==> images/m2.png <==
(6 px per µm)
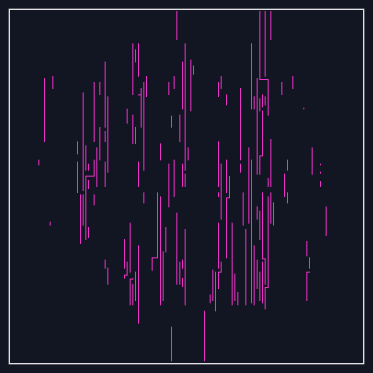
==> images/util_map.png <==
(6 px per µm) 12 x 12 tiles, from black (low) to pale yellow (high), 0 to 100% covered.
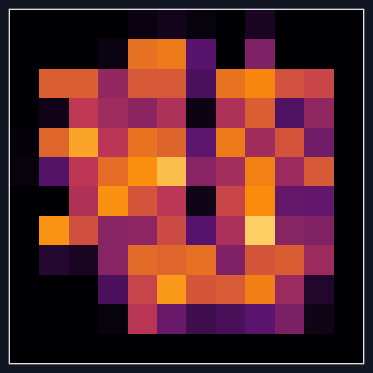
==> images/clock_nets.png <==
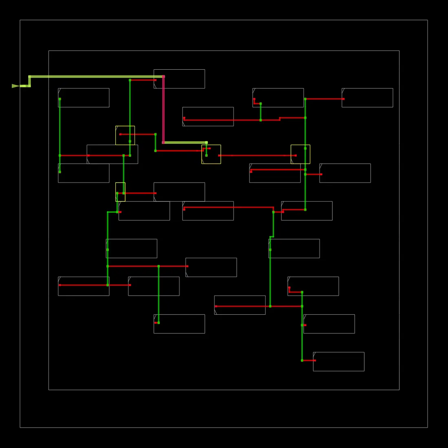
[config.mk]
export PLATFORM = sky130hd
export DESIGN_NAME = audio_pdm_decoder
export DESIGN_NICKNAME = d
export VERILOG_FILES = /design/src/rtl/audio_pdm_decoder.sv
export SDC_FILE = /design/constraint.sdc
export NUM_CORES = 1
export LEC_CHECK = 0
export ABC_CLOCK_PERIOD_IN_PS = 2200
export CELL_PAD_IN_SITES_DETAIL_PLACEMENT = 1
export CELL_PAD_IN_SITES_GLOBAL_PLACEMENT = 2
export CORE_MARGIN = 4
export CORE_UTILIZATION = 34
export DETAILED_ROUTE_END_ITERATION = 10
export GPL_ROUTABILITY_DRIVEN = 0
export PLACE_DENSITY_LB_ADDON = 0.3
export SETUP_SLACK_MARGIN = 0.2
export SKIP_LAST_GASP = 1
export SYNTH_ARGS = -nofsm -noshare
export SYNTH_HDL_FRONTEND = slang
export SYNTH_SLANG_ARGS = --single-unit
[constraint.sdc]
create_clock -name clk -period 2.2 [get_ports clk]
set_input_delay 0.22 -clock clk [delete_from_list [all_inputs] [get_ports clk]]
set_output_delay 0.22 -clock clk [all_outputs]
set_load 0.05 [all_outputs]
[src/rtl/audio_pdm_decoder.sv]
// ---------------------------------------------------------------------------
// audio_pdm_decoder
//   Recovers WIDTH-bit unsigned samples from a 1-bit pulse-density stream by
//   counting ones over fixed windows of 2^WIDTH clocks (boxcar decimation).
//   Receive-side partner of the first-order delta-sigma DAC: for a constant
//   modulator input D every full window holds exactly D ones, so recovery is
//   exact regardless of where the window boundaries fall.
//
// Ports
//   clk          system clock, pdm_in sampled on every rising edge
//   rst          synchronous active-high reset
//   pdm_in       pulse-density input stream
//   data         recovered sample (held in a one-entry buffer)
//   valid        data holds an unconsumed result
//   ready        consumer accepts data on an edge with valid && ready
//   overrun      sticky: an unconsumed result was overwritten
//   clr_overrun  synchronous clear of overrun (a coincident set wins)
// ---------------------------------------------------------------------------
module audio_pdm_decoder #(
  parameter int WIDTH       = 6,
  parameter int SYNC_STAGES = 2
) (
  input  logic             clk,
  input  logic             rst,
  input  logic             pdm_in,
  output logic [WIDTH-1:0] data,
  output logic             valid,
  input  logic             ready,
  output logic             overrun,
  input  logic             clr_overrun
);

  localparam logic [WIDTH-1:0] PHASE_LAST = {WIDTH{1'b1}};
  localparam logic [WIDTH-1:0] PHASE_ONE  = {{(WIDTH-1){1'b0}}, 1'b1};

  logic             w_pdm_s;
  logic [WIDTH-1:0] r_phase;
  logic [WIDTH:0]   r_accum;
  logic [WIDTH:0]   w_sum;
  logic [WIDTH-1:0] w_sat;
  logic             w_win_end;
  logic             w_overrun_set;
  logic [WIDTH-1:0] r_data;
  logic             r_valid;
  logic             r_overrun;

  // Input synchronizer; depth 0 passes the pin straight through.
  generate
    if (SYNC_STAGES == 0) begin : g_nosync
      assign w_pdm_s = pdm_in;
    end else if (SYNC_STAGES == 1) begin : g_sync1
      logic r_sync;
      // Single-stage capture register.
      always_ff @(posedge clk) begin
        if (rst) begin
          r_sync <= 1'b0;
        end else begin
          r_sync <= pdm_in;
        end
      end
      assign w_pdm_s = r_sync;
    end else begin : g_syncn
      logic [SYNC_STAGES-1:0] r_sync;
      // Multi-stage shift chain, oldest bit at the top.
      always_ff @(posedge clk) begin
        if (rst) begin
          r_sync <= {SYNC_STAGES{1'b0}};
        end else begin
          r_sync <= {r_sync[SYNC_STAGES-2:0], pdm_in};
        end
      end
      assign w_pdm_s = r_sync[SYNC_STAGES-1];
    end
  endgenerate

  assign w_sum         = r_accum + {{WIDTH{1'b0}}, w_pdm_s};
  assign w_win_end     = (r_phase == PHASE_LAST);
  // Overwrite only counts as overrun when the old result is not taken this edge.
  assign w_overrun_set = w_win_end && r_valid && !ready;

  // An all-ones window (count 2^WIDTH) does not fit in WIDTH bits: clamp it.
  always_comb begin
    w_sat = w_sum[WIDTH-1:0];
    if (w_sum[WIDTH]) begin
      w_sat = PHASE_LAST;
    end else begin
      w_sat = w_sum[WIDTH-1:0];
    end
  end

  // Window phase counter and ones accumulator.
  always_ff @(posedge clk) begin
    if (rst) begin
      r_phase <= {WIDTH{1'b0}};
      r_accum <= {(WIDTH+1){1'b0}};
    end else begin
      r_phase <= r_phase + PHASE_ONE;
      if (w_win_end) begin
        // The next window's first bit is counted on the following edge.
        r_accum <= {(WIDTH+1){1'b0}};
      end else begin
        r_accum <= w_sum;
      end
    end
  end

  // One-entry result buffer with valid/ready handshake.
  always_ff @(posedge clk) begin
    if (rst) begin
      r_data  <= {WIDTH{1'b0}};
      r_valid <= 1'b0;
    end else if (w_win_end) begin
      r_data  <= w_sat;
      r_valid <= 1'b1;
    end else if (r_valid && ready) begin
      r_data  <= r_data;
      r_valid <= 1'b0;
    end else begin
      r_data  <= r_data;
      r_valid <= r_valid;
    end
  end

  // Sticky overrun flag; a new overrun event beats a simultaneous clear.
  always_ff @(posedge clk) begin
    if (rst) begin
      r_overrun <= 1'b0;
    end else if (w_overrun_set) begin
      r_overrun <= 1'b1;
    end else if (clr_overrun) begin
      r_overrun <= 1'b0;
    end else begin
      r_overrun <= r_overrun;
    end
  end

  assign data    = r_data;
  assign valid   = r_valid;
  assign overrun = r_overrun;

endmodule

==> reports/metrics.yaml <==
status: "complete, no violations"
intPower_uw: 508
fin_ws_ps: 463
met1_usage: 0.137
lay_top_count: "dfxtp_1"
synth_xor_xnor_area_share: 0.0883
layout_top_cells: "dfxtp_1, nor2_1, clkdlybuf4s50_1"
slew_viol_final: 0
yosys.cell_types.count: 22
taps: 30
min_from: "g_syncn.r_sync[0]"
path_class: "reg2out"
synthArstFlopShare: 0
grt_overflow: 0
cts-buffers-inserted: 3
maxSlewHeadroom: 0.428
place_inst: 127
ant_nets: 0
top_layer: "met4"
power.static_leakage_nw: 0.364
area_growth_pct: 18.2
p_comb_frac: 0.042
ctsRootBufferMaster: "clkbuf_4"
cp.required_ps: 1980
grtUsageTotal: 0.105
avgSynthCellArea_um2: 10.1
instances_no_fill: 131
ys_cells: 87
path_clk_slew_ps: 120
fill_cells: 299
path_max_fanout: 3
io_pins: 13
fin_area_um2: 1040
htreeDepth: 1
power_uw: 646
die_w_um: 58.8
layout.nets: 110
wl_per_cell_um: 12.4
worstSetupEndpointType: "output port"
top_usage_layer: "met2"
syn_nets: 95
most_common_cell: "dfxtp_1"
drive_above_1_share: 0.0792
logic_family: "simple AND/OR/NAND/NOR gates"
rrSetupSlack_ps: 670
final-comb-area_um2: 364
ys_sh_aoi: 0.0869
period_used_share: 0.789
nNonClkInverters: 4
p_seq_uw: 429
skew_ps: 8.89
cts_tree: "done"
cp-endpoint: "valid"
ctsResizeCount: 0
tool_warnings: 26
rr_worst_depth: 6
drc_errors: 0
min_period_ps: 1740
dpl_cell_area_um2: 1010
floorplan.core_area_um2: 2480
cp_data_arrival_time_ps: 1520
grt_max_degree: 24
ys_sh_simple: 0.197
clockPowerShare: 0.294
comb_share: 0.351
sh_seq_area: 0.443
pre_cts_ws_ps: 590
grt_pass1_wl_mm: 2.74
routed-wl-met3_um: 67
hold_buffers: 0
n_antenna_cell: 0
bufAreaShareNonClock: 0.130
hold_class: "reg2reg"
hold_viol: 0
cts_max_path_buffers: 2
edf_count: 0
path_buffers: 1
crit_start: "valid"
synth-adder-area-share: 0.0427
top_cell_area_share: 0.524
seq_area_um2: 460
crit_slowest_cell: "clkdlybuf4s50_1"
seq_cell_count: 23
nNonClkBuffers: 14
first_pass_iters: 2
slowest_delay_ps: 830
crit_chain: "clkdlybuf4s50_1"
largest_class: "flip-flops and latches"
## Picture notes: m2.png
93 nets have wire on it. The longest straight run is 23.8 µm.
Via Count: 622
Post-Route WL: 1.62 mm

## Picture notes: util_map.png
4.9% of the tiles are over 75% full. The densest ninth of the die: middle. The mean over all tiles is 29%. 35% of the tiles are nearly empty. The emptiest ninth of the die: bottom left. The fullest tile reaches 90%.

## Picture notes: clock_nets.png
# clk buffers: 4
clk pwr: 190 µW
Sink Count: 23
worst-skew pair later-pin latency: 300 ps

Power figures rest on the tool's default switching activity, not on a simulated workload.
